[src/rtl/apb4_pkg.sv]
// Shared types and helpers for the APB4 slave memory.
package apb4_pkg;

  // Transfer state: IDLE waits for a setup phase, ACCESS holds a captured transfer.
  typedef enum logic {
    IDLE   = 1'b0,
    ACCESS = 1'b1
  } apb4_state_e;

  // Number of byte-offset address bits inside one bus word.
  function automatic int lane_bits(input int data_w);
    return $clog2(data_w / 8);
  endfunction

endpackage

[src/rtl/apb4_byte_ram.sv]
// DEPTH x DATA_W storage with per-byte write enables and a registered read port.
// Reset clears every word and the read register.
module apb4_byte_ram #(
  parameter int DATA_W = 32,
  parameter int DEPTH  = 64,
  parameter int AW     = (DEPTH > 1) ? $clog2(DEPTH) : 1
) (
  input  logic                  clk,
  input  logic                  rst,
  input  logic [DATA_W/8-1:0]   wr_be,
  input  logic [AW-1:0]         wr_addr,
  input  logic [DATA_W-1:0]     wr_data,
  input  logic                  rd_en,
  input  logic [AW-1:0]         rd_addr,
  output logic [DATA_W-1:0]     rd_data
);

  localparam int NB = DATA_W / 8;

  logic [DATA_W-1:0] mem [DEPTH];

  // Byte-lane writes; async reset zeroes the whole array.
  always_ff @(posedge clk or posedge rst) begin
    if (rst) begin
      for (int i = 0; i < DEPTH; i++) mem[i] <= '0;
    end else begin
      for (int b = 0; b < NB; b++) begin
        if (wr_be[b]) mem[wr_addr][b*8 +: 8] <= wr_data[b*8 +: 8];
      end
    end
  end

  // Registered read; the output is zero whenever no read is enabled.
  always_ff @(posedge clk or posedge rst) begin
    if (rst)        rd_data <= '0;
    else if (rd_en) rd_data <= mem[rd_addr];
    else            rd_data <= '0;
  end

endmodule

[src/rtl/apb4_slave_mem.sv]
// APB4 slave backed by a byte-writable word memory, with programmable
// wait states and a saturating error counter.
//
// Handshake: a transfer starts with a setup phase (psel=1, penable=0) sampled
// in IDLE; the bus then holds psel=1, penable=1 and the transfer completes at
// the first edge that also sees pready=1. Dropping psel or penable while in
// ACCESS abandons the transfer. pready/pslverr/prdata come straight from flops.
module apb4_slave_mem
  import apb4_pkg::*;
#(
  parameter int DATA_W      = 32,
  parameter int ADDR_W      = 12,
  parameter int DEPTH       = 64,
  parameter int WAIT_STATES = 0
) (
  input  logic                pclk,
  input  logic                preset,
  input  logic                psel,
  input  logic                penable,
  input  logic                pwrite,
  input  logic [ADDR_W-1:0]   paddr,
  input  logic [DATA_W-1:0]   pwdata,
  input  logic [DATA_W/8-1:0] pstrb,
  output logic [DATA_W-1:0]   prdata,
  output logic                pready,
  output logic                pslverr,
  output logic [7:0]          err_cnt,
  output apb4_state_e         state_dbg
);

  localparam int         LANE   = lane_bits(DATA_W);
  localparam int         NB     = DATA_W / 8;
  localparam int         AW     = (DEPTH > 1) ? $clog2(DEPTH) : 1;
  localparam logic [3:0] WAIT_L = 4'(WAIT_STATES);

  // Out-of-range word index or a byte offset inside the word is an error.
  function automatic logic addr_err(input logic [ADDR_W-1:0] a);
    logic [31:0]       idx;
    logic [ADDR_W-1:0] mask;
    idx  = 32'(a >> LANE);
    mask = ADDR_W'((1 << LANE) - 1);
    return (idx >= 32'(DEPTH)) || ((a & mask) != '0);
  endfunction

  apb4_state_e       state, state_n;
  logic [3:0]        cnt, cnt_n;
  logic              pready_n, pslverr_n;
  logic              load, done;
  logic              rd_en;
  logic [NB-1:0]     wr_be;
  logic [AW-1:0]     rd_addr;

  logic [AW-1:0]     cap_idx;
  logic              cap_write;
  logic              cap_err;
  logic [DATA_W-1:0] cap_wdata;
  logic [NB-1:0]     cap_strb;

  logic              setup, access_ok, in_err;

  assign setup     = psel & ~penable;
  assign access_ok = psel & penable;
  assign in_err    = addr_err(paddr);
  assign state_dbg = state;

  // Next-state, handshake and memory-control decode.
  always_comb begin
    state_n   = state;
    cnt_n     = cnt;
    pready_n  = 1'b0;
    pslverr_n = 1'b0;
    load      = 1'b0;
    done      = 1'b0;
    rd_en     = 1'b0;
    wr_be     = '0;
    case (state)
      IDLE: begin
        if (setup) begin
          state_n = ACCESS;
          cnt_n   = 4'd0;
          load    = 1'b1;
          if (WAIT_L == 4'd0) begin
            pready_n  = 1'b1;
            pslverr_n = in_err;
            rd_en     = ~pwrite & ~in_err;
          end
        end
      end
      ACCESS: begin
        if (!access_ok) begin
          state_n = IDLE;
        end else if (pready) begin
          state_n = IDLE;
          done    = 1'b1;
          if (cap_write && !cap_err) wr_be = cap_strb;
        end else begin
          cnt_n = cnt + 4'd1;
          if (cnt_n == WAIT_L) begin
            pready_n  = 1'b1;
            pslverr_n = cap_err;
            rd_en     = ~cap_write & ~cap_err;
          end
        end
      end
      default: state_n = IDLE;
    endcase
  end

  // State, wait counter and registered handshake outputs.
  always_ff @(posedge pclk or posedge preset) begin
    if (preset) begin
      state   <= IDLE;
      cnt     <= 4'd0;
      pready  <= 1'b0;
      pslverr <= 1'b0;
    end else begin
      state   <= state_n;
      cnt     <= cnt_n;
      pready  <= pready_n;
      pslverr <= pslverr_n;
    end
  end

  // Capture the transfer attributes at the setup edge.
  always_ff @(posedge pclk or posedge preset) begin
    if (preset) begin
      cap_idx   <= '0;
      cap_write <= 1'b0;
      cap_err   <= 1'b0;
      cap_wdata <= '0;
      cap_strb  <= '0;
    end else if (load) begin
      cap_idx   <= AW'(paddr >> LANE);
      cap_write <= pwrite;
      cap_err   <= in_err;
      cap_wdata <= pwdata;
      cap_strb  <= pstrb;
    end
  end

  // Count errored completions, holding at 255.
  always_ff @(posedge pclk or posedge preset) begin
    if (preset)                                     err_cnt <= 8'd0;
    else if (done && cap_err && err_cnt != 8'hFF)   err_cnt <= err_cnt + 8'd1;
  end

  // The read is launched at the edge that raises pready, so the word must be
  // addressed from paddr itself when there are no wait states.
  assign rd_addr = (state == IDLE) ? AW'(paddr >> LANE) : cap_idx;

  apb4_byte_ram #(
    .DATA_W (DATA_W),
    .DEPTH  (DEPTH),
    .AW     (AW)
  ) u_ram (
    .clk     (pclk),
    .rst     (preset),
    .wr_be   (wr_be),
    .wr_addr (cap_idx),
    .wr_data (cap_wdata),
    .rd_en   (rd_en),
    .rd_addr (rd_addr),
    .rd_data (prdata)
  );

endmodule

[config.mk]
export PLATFORM = sky130hd
export DESIGN_NAME = apb4_slave_mem
export DESIGN_NICKNAME = d
export VERILOG_FILES = /design/src/rtl/apb4_pkg.sv /design/src/rtl/apb4_byte_ram.sv /design/src/rtl/apb4_slave_mem.sv
export SDC_FILE = /design/constraint.sdc
export NUM_CORES = 2
export LEC_CHECK = 0
export ABC_CLOCK_PERIOD_IN_PS = 72500
export CORE_MARGIN = 8
export CORE_UTILIZATION = 57
export CTS_CLUSTER_DIAMETER = 200
export DETAILED_ROUTE_END_ITERATION = 16
export PLACE_DENSITY_LB_ADDON = 0.05
export SETUP_SLACK_MARGIN = 0.02
export SLEW_MARGIN = 0
export SYNTH_ARGS = -nofsm -noshare
export SYNTH_HDL_FRONTEND = slang
export SYNTH_SLANG_ARGS = --single-unit
[constraint.sdc]
create_clock -name pclk -period 72.5 [get_ports pclk]
set_clock_uncertainty 0.15 [all_clocks]
set_input_delay 10.875 -clock pclk [delete_from_list [all_inputs] [get_ports pclk]]
set_output_delay 10.875 -clock pclk [all_outputs]
set_load 0.01 [all_outputs]
==> impl_metrics.tcl <==
# collected from the flow reports
set metrics [dict create \
    timing.critical_path.to "u_ram.rd_data[23]" \
    crit_required_ns 73.10 \
    totalPowerFinal_mw 2.753 \
    crit_arrival_ns 16.17 \
    yosysChipArea_sq_um 101800 \
    comb_power_mw 0.359 \
    status "finished, final reports clean" \
    top_cells_by_area "dfrtp_1 53%, mux2_2 23%, nand2_1 3.5%" \
    muxShareOfSynthArea_pct 26.44 \
    ys_sh_aoi_pct 8.772 \
    cts_setup_buffers 0 \
    hpwlAfterDp_um 210200 \
    met1Wirelength_um 140000 \
    top_power_group "registers" \
    signal_buffer_area_fraction_pct 2.166 \
    powerDensity_nw_per_um2 24.62 \
    largestClassByArea "flip-flops and latches" \
    first_pass_grt_wire_length_um 509300 \
    portBuffers 95 \
    grt_busiest_layer "met2" \
    cts_tree "built" \
    pre_cts_ws_ns 56.06 \
    cp_cell_sequence "buf_4 > buf_4 > mux2_8 > buf_4 > buf_4 > buf_4 > mux4_2 > nand2_1 > nand2_1 > o32a_1 > a32o_1" \
    power_sequential_mw 1.22 \
    detailedRoute.firstIterationViolations 8556 \
    cts_hold_repair.buffers 0 \
    most_frequent_logic_cell_in_the_layout "dfrtp_1" \
    crit_path_max_incr_delay_ns 0.79 \
    filler_cell_count 13893 \
]
Figure 1. PDN straps and rails.
Scale bar: 100 um. Pins as bars on the die edge.
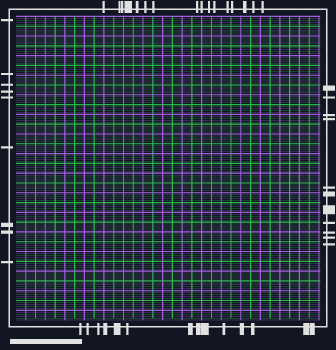
VDD: in green. VSS: in purple.
The core has 155 rows. 31 straps on met5. 31 straps on met4. 96 signal pins sit on the boundary. 156 met1 rails follow the rows.

Figure 2. Placement by cell class.
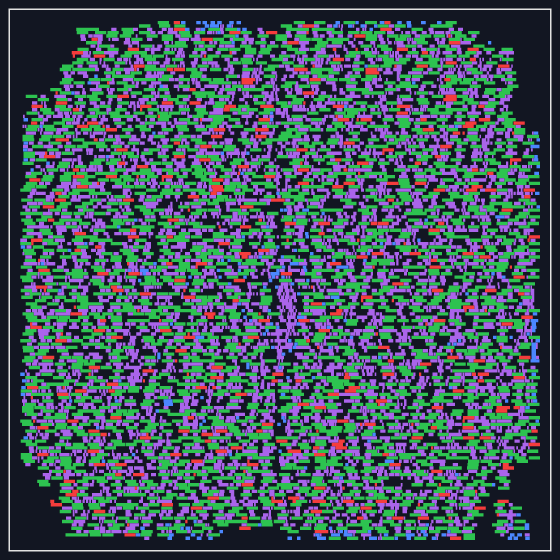
remaining logic cells: in purple, cells 5,625, share of their area 42%. clock drivers and dummy loads: in red, cells 409, share of their area 6.9%. registers: in green, cells 2,139, share of their area 49%. remaining buffers and delay cells: in blue, cells 275, share of their area 2.2%.

Figure 3. Clock distribution.
Scale bar: 100 um.
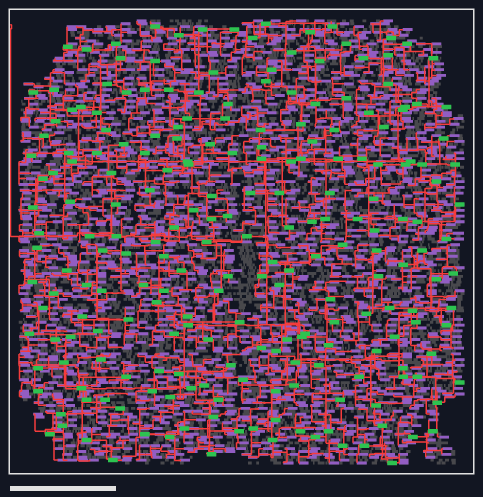
flip-flops: in purple, count 2,139. clock wires: in red, length 26.3 mm. clock-net drivers: in green, count 221.
Position of the flops: widely spread. There are 222 routed clock nets.

Figure 4. Routed metal, one colour a layer.
Scale bar: 100 um.
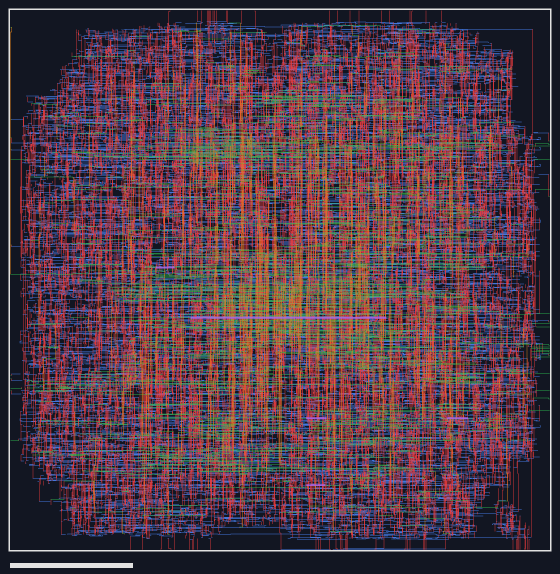
M4: in orange, wire length 19,900 um. M1: in blue, wire length 140 mm. M5: in purple, wire length 215 um. M2: in red, wire length 151 mm. M3: in green, wire length 35.4 mm.

Figure 5. Clock nets.
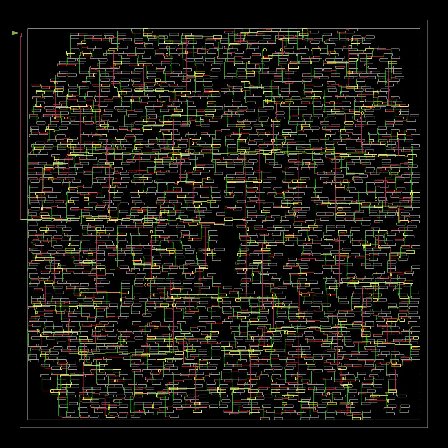
seq_cells: 2,139
number of clock buffers inserted by TritonCTS: 221
Worst-Skew Late Latency: 0.88 ns
total number of clock tree sinks: 2,139

